$ cat src/rtl/alu_pkg.sv
// Shared opcode map, controller state encoding and datapath width for the
// operand controller and opermux.
package alu_pkg;

   localparam int DATA_W = 8;
   localparam int OP_W   = 4;

   localparam logic [OP_W-1:0] OP_ADD  = 4'd0;
   localparam logic [OP_W-1:0] OP_SUB  = 4'd1;
   localparam logic [OP_W-1:0] OP_SHL  = 4'd2;
   localparam logic [OP_W-1:0] OP_SHR  = 4'd3;
   localparam logic [OP_W-1:0] OP_CMP  = 4'd4;
   localparam logic [OP_W-1:0] OP_AND  = 4'd5;
   localparam logic [OP_W-1:0] OP_OR   = 4'd6;
   localparam logic [OP_W-1:0] OP_XOR  = 4'd7;
   localparam logic [OP_W-1:0] OP_NAND = 4'd8;
   localparam logic [OP_W-1:0] OP_NOR  = 4'd9;
   localparam logic [OP_W-1:0] OP_XNOR = 4'd10;
   localparam logic [OP_W-1:0] OP_INV  = 4'd11;
   localparam logic [OP_W-1:0] OP_NEG  = 4'd12;
   localparam logic [OP_W-1:0] OP_STO  = 4'd13;
   localparam logic [OP_W-1:0] OP_SWP  = 4'd14;
   localparam logic [OP_W-1:0] OP_LOAD = 4'd15;

   typedef enum logic [1:0] {
      ST_IDLE  = 2'd0,
      ST_LATCH = 2'd1,
      ST_EXEC  = 2'd2,
      ST_HOLD  = 2'd3
   } state_e;

   // Opcodes whose result comes from opermux and is written back into A.
   function automatic logic is_alu_op(input logic [OP_W-1:0] op);
      return op <= OP_NEG;
   endfunction

endpackage

$ cat src/rtl/btn_debounce.sv
// Button synchronizer plus stability counter; level changes 2 + DEBOUNCE_CYCLES
// cycles after a clean input edge. Reset level is 1 so a held button stays inert.
module btn_debounce #(
   parameter int DEBOUNCE_CYCLES = 1_000_000,
   parameter int CNT_W           = 20
) (
   input  logic clk,
   input  logic rst_n,
   input  logic btn_raw,
   output logic level
);

   logic             sync1_q, sync1_d;
   logic             btn_s_q, btn_s_d;
   logic [CNT_W-1:0] cnt_q, cnt_d;
   logic             db_q, db_d;

   always_comb begin
      sync1_d = btn_raw;
      btn_s_d = sync1_q;
      db_d    = db_q;
      cnt_d   = '0;
      // Any cycle where the input agrees with the level restarts the count.
      if (btn_s_q != db_q) begin
         if (cnt_q == CNT_W'(DEBOUNCE_CYCLES - 1)) begin
            db_d  = ~db_q;
            cnt_d = '0;
         end else begin
            cnt_d = cnt_q + CNT_W'(1);
         end
      end
   end

   always_ff @(posedge clk) begin
      if (!rst_n) begin
         sync1_q <= 1'b1;
         btn_s_q <= 1'b1;
         cnt_q   <= '0;
         db_q    <= 1'b1;
      end else begin
         sync1_q <= sync1_d;
         btn_s_q <= btn_s_d;
         cnt_q   <= cnt_d;
         db_q    <= db_d;
      end
   end

   assign level = db_q;

endmodule

$ cat src/rtl/alu_operand_ctrl.sv
// Operand registers and execute FSM feeding opermux; one operation per debounced
// press, results visible 3 cycles after the press is seen in IDLE.
module alu_operand_ctrl
   import alu_pkg::*;
#(
   parameter int DEBOUNCE_CYCLES = 1_000_000,
   parameter int CNT_W           = 20
) (
   input  logic              clk,
   input  logic              rst_n,
   input  logic              btnC,
   input  logic [15:0]       sw,
   input  logic [DATA_W-1:0] y_in,
   output logic [OP_W-1:0]   sel,
   output logic [DATA_W-1:0] a,
   output logic [DATA_W-1:0] b,
   output logic [DATA_W-1:0] y_q,
   output logic [15:0]       led,
   output logic              done
);

   logic              db;
   logic              db_prev_q, db_prev_d;
   logic              press;
   state_e            state_q, state_d;
   logic [OP_W-1:0]   sel_q, sel_d;
   logic [DATA_W-1:0] din_q, din_d;
   logic [DATA_W-1:0] a_q, a_d;
   logic [DATA_W-1:0] b_q, b_d;
   logic [DATA_W-1:0] y_d;
   logic              sw_unused;

   assign sw_unused = ^sw[7:4];

   btn_debounce #(
      .DEBOUNCE_CYCLES(DEBOUNCE_CYCLES),
      .CNT_W          (CNT_W)
   ) u_debounce (
      .clk    (clk),
      .rst_n  (rst_n),
      .btn_raw(btnC),
      .level  (db)
   );

   assign db_prev_d = db;
   assign press     = db & ~db_prev_q;

   always_ff @(posedge clk) begin
      if (!rst_n) begin
         state_q   <= ST_HOLD;
         db_prev_q <= 1'b1;
      end else begin
         state_q   <= state_d;
         db_prev_q <= db_prev_d;
      end
   end

   always_comb begin
      state_d = state_q;
      case (state_q)
         ST_IDLE:  if (press) state_d = ST_LATCH;
         ST_LATCH: state_d = ST_EXEC;
         ST_EXEC:  state_d = ST_HOLD;
         ST_HOLD:  if (!db) state_d = ST_IDLE;
         default:  state_d = ST_HOLD;
      endcase
   end

   always_comb begin
      done = (state_q == ST_EXEC);
   end

   always_comb begin
      sel_d = sel_q;
      din_d = din_q;
      a_d   = a_q;
      b_d   = b_q;
      y_d   = y_q;
      if (state_q == ST_LATCH) begin
         sel_d = sw[3:0];
         din_d = sw[15:8];
      end
      // y_in has had the whole LATCH->EXEC cycle to settle against sel_q.
      if (state_q == ST_EXEC) begin
         if (is_alu_op(sel_q)) begin
            a_d = y_in;
            y_d = y_in;
         end else begin
            case (sel_q)
               OP_STO: begin
                  b_d = a_q;
                  y_d = a_q;
               end
               OP_SWP: begin
                  a_d = b_q;
                  b_d = a_q;
                  y_d = b_q;
               end
               OP_LOAD: begin
                  a_d = din_q;
                  b_d = a_q;
                  y_d = din_q;
               end
               default: ;
            endcase
         end
      end
   end

   always_ff @(posedge clk) begin
      if (!rst_n) begin
         sel_q <= '0;
         din_q <= '0;
         a_q   <= '0;
         b_q   <= '0;
         y_q   <= '0;
      end else begin
         sel_q <= sel_d;
         din_q <= din_d;
         a_q   <= a_d;
         b_q   <= b_d;
         y_q   <= y_d;
      end
   end

   assign sel = sel_q;
   assign a   = a_q;
   assign b   = b_q;
   assign led = {a_q, b_q};

endmodule

$ cat config.mk
export PLATFORM = sky130hd
export DESIGN_NAME = alu_operand_ctrl
export DESIGN_NICKNAME = d
export VERILOG_FILES = /design/src/rtl/alu_pkg.sv /design/src/rtl/btn_debounce.sv /design/src/rtl/alu_operand_ctrl.sv
export SDC_FILE = /design/constraint.sdc
export NUM_CORES = 1
export LEC_CHECK = 0
export CORE_MARGIN = 2
export CORE_UTILIZATION = 48
export DETAILED_ROUTE_END_ITERATION = 8
export GPL_ROUTABILITY_DRIVEN = 0
export PLACE_DENSITY = 0.77
export SLEW_MARGIN = 20
export SYNTH_ARGS = -nofsm -noshare
export SYNTH_HDL_FRONTEND = slang
export SYNTH_SLANG_ARGS = --single-unit
$ cat constraint.sdc
create_clock -name clk -period 2.9 [get_ports clk]
set_input_delay 0.29 -clock clk [delete_from_list [all_inputs] [get_ports clk]]
set_output_delay 0.29 -clock clk [all_outputs]
set_load 0.01 [all_outputs]
Fig. 1: signal wires on met1
Supply wires on this layer in grey.
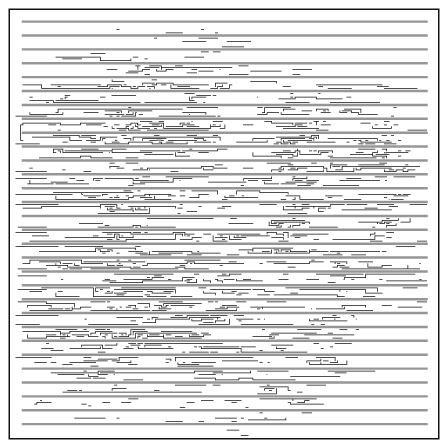
share of all routed wire: 43%
wire length on this layer: 3,100 um
main direction: horizontal
nets with wire on the layer: 388
longest straight run: 27.1 um

Fig. 2: met2 routing
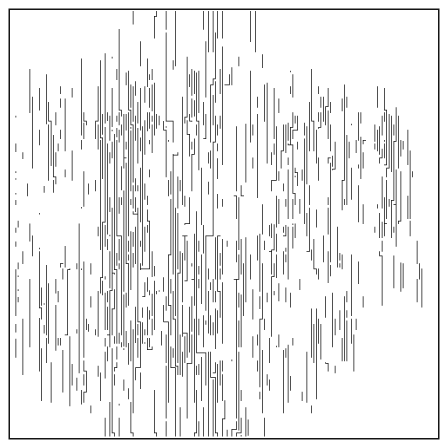
share of all routed wire: 49%
wire length on this layer: 3,520 um
main direction: vertical
longest straight run: 29.2 um

Fig. 3: metal 3
Scale bar: 20 um. Cells faint in the background.
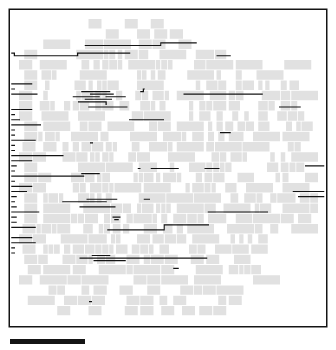
nets with wire on the layer: 57
wire length on this layer: 434 um

Fig. 4: gate-type map
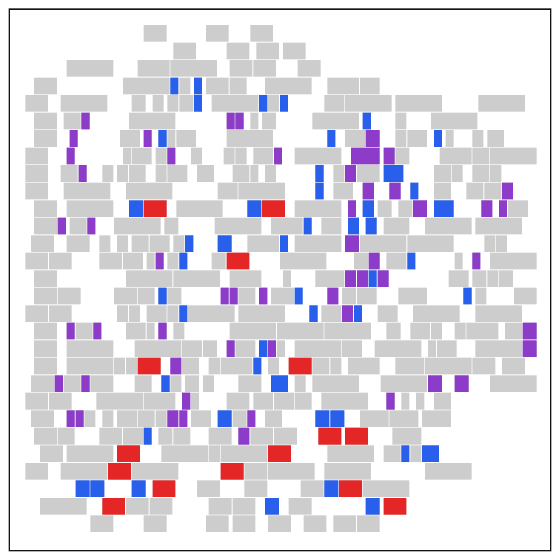
legend:
  mux cells:
    colour: red
    cells: 15
  nand cells:
    colour: purple
    cells: 54
  nor cells:
    colour: blue
    cells: 48

layer usage:
metal  track usage [%]  share of wire, %  up-vias  wire, um
met2              35.9                49       96      3520
li1                  -                 -     1340         -
met3              7.91               6.0       12       433
met1              25.0                43     1281      3100
met5                 0                 0        -         0
met4              7.18               1.9        0       136
through the flow:
step | hold WS [ps] | cells | area, um2 | util [%] | worst slack [ps]
3_5_place_dp | 399 | 469 | 3640 | 58.1 | 938
2_1_floorplan | 386 | 358 | 3060 | - | 1170
3_3_place_gp | 400 | 469 | 3640 | 58.1 | 1020
4_1_cts | 425 | 483 | 3800 | 60.5 | 717
5_1_grt | 435 | 483 | 3800 | 60.5 | 624
6_report | 417 | 483 | 3800 | 60.5 | 750
worst max-delay path by stage:
stage	endpoint	slack, ps	cells past startpoint
floorplan	u_debounce.cnt_q[18]$_SDFF_PP0_	1170	5
global placement	b[5]$_SDFFE_PN0P_	1020	4
detailed placement	b[5]$_SDFFE_PN0P_	940	4
CTS	done	720	4
global route	done	620	4
finish	done	750	4
cells in the mapped netlist, types with 6 or more instances:
| cell type | instances | area (um2) |
|---|---|---|
| nand3_1 | 15 | 75.1 |
| ha_1 | 6 | 75.1 |
| o21ai_0 | 15 | 75.1 |
| a22oi_1 | 8 | 60.1 |
| nor2b_1 | 12 | 75.1 |
| a22o_1 | 7 | 61.3 |
| a21boi_0 | 8 | 60.1 |
| inv_1 | 12 | 45.0 |
| and3_1 | 8 | 50.1 |
| mux2i_1 | 15 | 150 |
| buf_4 | 16 | 120 |
| o311ai_0 | 6 | 52.6 |
| clkbuf_1 | 14 | 52.6 |
| dfxtp_1 | 62 | 1240 |
| nor2_1 | 29 | 109 |
| xor2_1 | 10 | 87.6 |
| a21oi_1 | 27 | 135 |
| nand2_1 | 31 | 116 |
==> CHANGELOG.md <==
## Implementation

* First-pass GRT wire length at ~12,000 um
* Seq. pwr at approximately 850 uW
* Combinational share of power at just under 4%
* Antenna diode count at 0
* Largest stage delay on the critical path at 580 ps
* Synth-to-Final Area Change at 24.1%
* Fill count at approximately 580
* Yosys cell types at just under 50
* Seq share, synth at between 40% and 50%
* Combinational logic power at between 50 and 60 uW
* Tap Cells at a little under 80
* Post-layout min period at about 2100 ps
* Pwr dens at 405 nW/um2
* Die Wd at 83.9 um
* Vias per inst at ~5.7
* Critical path arrival at 1860 ps
* Tot GR Track Use at 21.3%
* Max reg flops at 20
* WP buf/inv at 3
* Comb/total area at 41.3%
* Clock skew at ~7.8 ps
* Post-DP HPWL at 5020 um
* Gate Area at 1570 um2
* Clock network power at around 630 uW
* Most common reg cell: dfxtp_1
* NonClk Buf Share at a little under a fifth
* Storage cell area at roughly 1200 um2
* Reg clk slew, reported paths at around 60 ps
* Nets at ~440
* Core Region at between 6000 and 7000 um2
* Final WL at around 7200 um
* Min-Delay Endpoint: u_debounce.btn_s_q$_SDFF_PN1_
* Worst setup EP type: primary output
* Final setup fails at 0
* Crit path DRT at between 2000 and 3000 ps
* Clock Path Buffers at 2
* Simple Share, Synth at about a fifth
* Biggest consumer: registers
* Multi-input combinational cell count at around 250
* CTS sink count at slightly above 60
* Number of remaining DRC errors at 0
* Final Hold Viols at 0
* Vert. Die Dim at 83.9 um
* Synth Instances at roughly 360
* Inverter count at 12
* Cycle use final at between 70% and 80%
* Ports at 72
* Ys flops at around 62
* Post-CTS Repair Setup Buffers at 0
* Flop share of the area at 32.7%
* Max_cap viols at 0
* Via count at about 2,700
* Reg-to-Reg End: b[5]$_SDFFE_PN0P_
* NetSw at 328 uW
* Bufs w/o clock at 70
* Number of enable flip-flop cells at 0
* Total die area at approximately 7000 um2
* Port-buffer cells at ~67
* Post_cts resized at 0
* Setup TNS at 0 ps
* Worst vdd ir at 0.000362 V
* Clock buf count at 12
* Flops at slightly above 60
* Post-synth ARST share at 0%
* Yosys cell count at 358
* Root Buffer: clkbuf_8
* Post-Syn Area at roughly 3000 um2
* Total power at ~1500 uW
* RSZ-0062 raised after global routing: no
* R2R setup slack at slightly above 900 ps
* Hold Path Class: flop to flop
* FP Rows at 29
* ClkCell Share at approximately 4.1%
* Yosys chip area at around 3100 um2
* Starting Density at roughly half
* Post-Syn Nets at slightly below 400
* Slew Viols, Final at 0
* DRT Pass-1 Iters at 4
* Internal cell power at ~1200 uW
* XOR Share, Synth at 4.00%
* Switch share at 21.3%
* R2r startpoint: sel[0]$_SDFFE_PN0N_
* Commonest cells after routing, fill and taps aside: 67 x clkdlybuf4s50_1, 62 x dfxtp_1, 31 x nand2_1
* Status: complete, no violations
* Top non-seq family: simple AND/OR/NAND/NOR gates
* Clk pwr share at between 40% and 50%
* Initial antenna violation count at 0
* Hold Path Depth at 1
* Log Warnings at 34
* Vias in the first global route at 2,622
* Synth Area per Inst at around 8.6 um2
* Yosys warnings at 0
* Commonest Layout Cell: clkdlybuf4s50_1
* Flop pwr share at a little under three fifths
* Fa+ha+maj area frac at between 2 and 2.5%
* R2r worst-path depth at 4
* Routed Antenna Nets at 0
* CP max-delay cell: clkdlybuf4s50_1
* CTS Hold Bufs at 0
* Gr ovfl total at 0
* Drt wl/cell at 14.9 um
* Max Clk Rate at 465 MHz
* H-tree Lvls at 3
* Hold_sp: u_debounce.btn_s_d$_SDFF_PN1_
* Yosys aoi share at 18.7%
* Crit path cell chain: inv_1 > ha_1 > buf_4 > clkdlybuf4s50_1
* Setup crit start kind: flop
* Initial DRC count at 88
* CTS Buf Count at 9
* Critical path origin: state_q[0]$_SDFFE_PN1P_
* Worst path top cell family by delay: buffers and inverters
* Share of layout cells above drive strength 1 at between 4 and 5%
* Clk latency late pin at 340 ps
* Crit Path Max Fanout at 18
* CP Class: flop to primary output
* Max-slew headroom at 49.3%
* Multiplexer share at 4.90%
* Lkg Pwr at between 0.001 and 0.0015 uW
* Dominant kind of cell: logic gates
* Biggest register: u_debounce.cnt_q
* TritonCTS clock tree: built
Power and IR drop assume default switching activity.
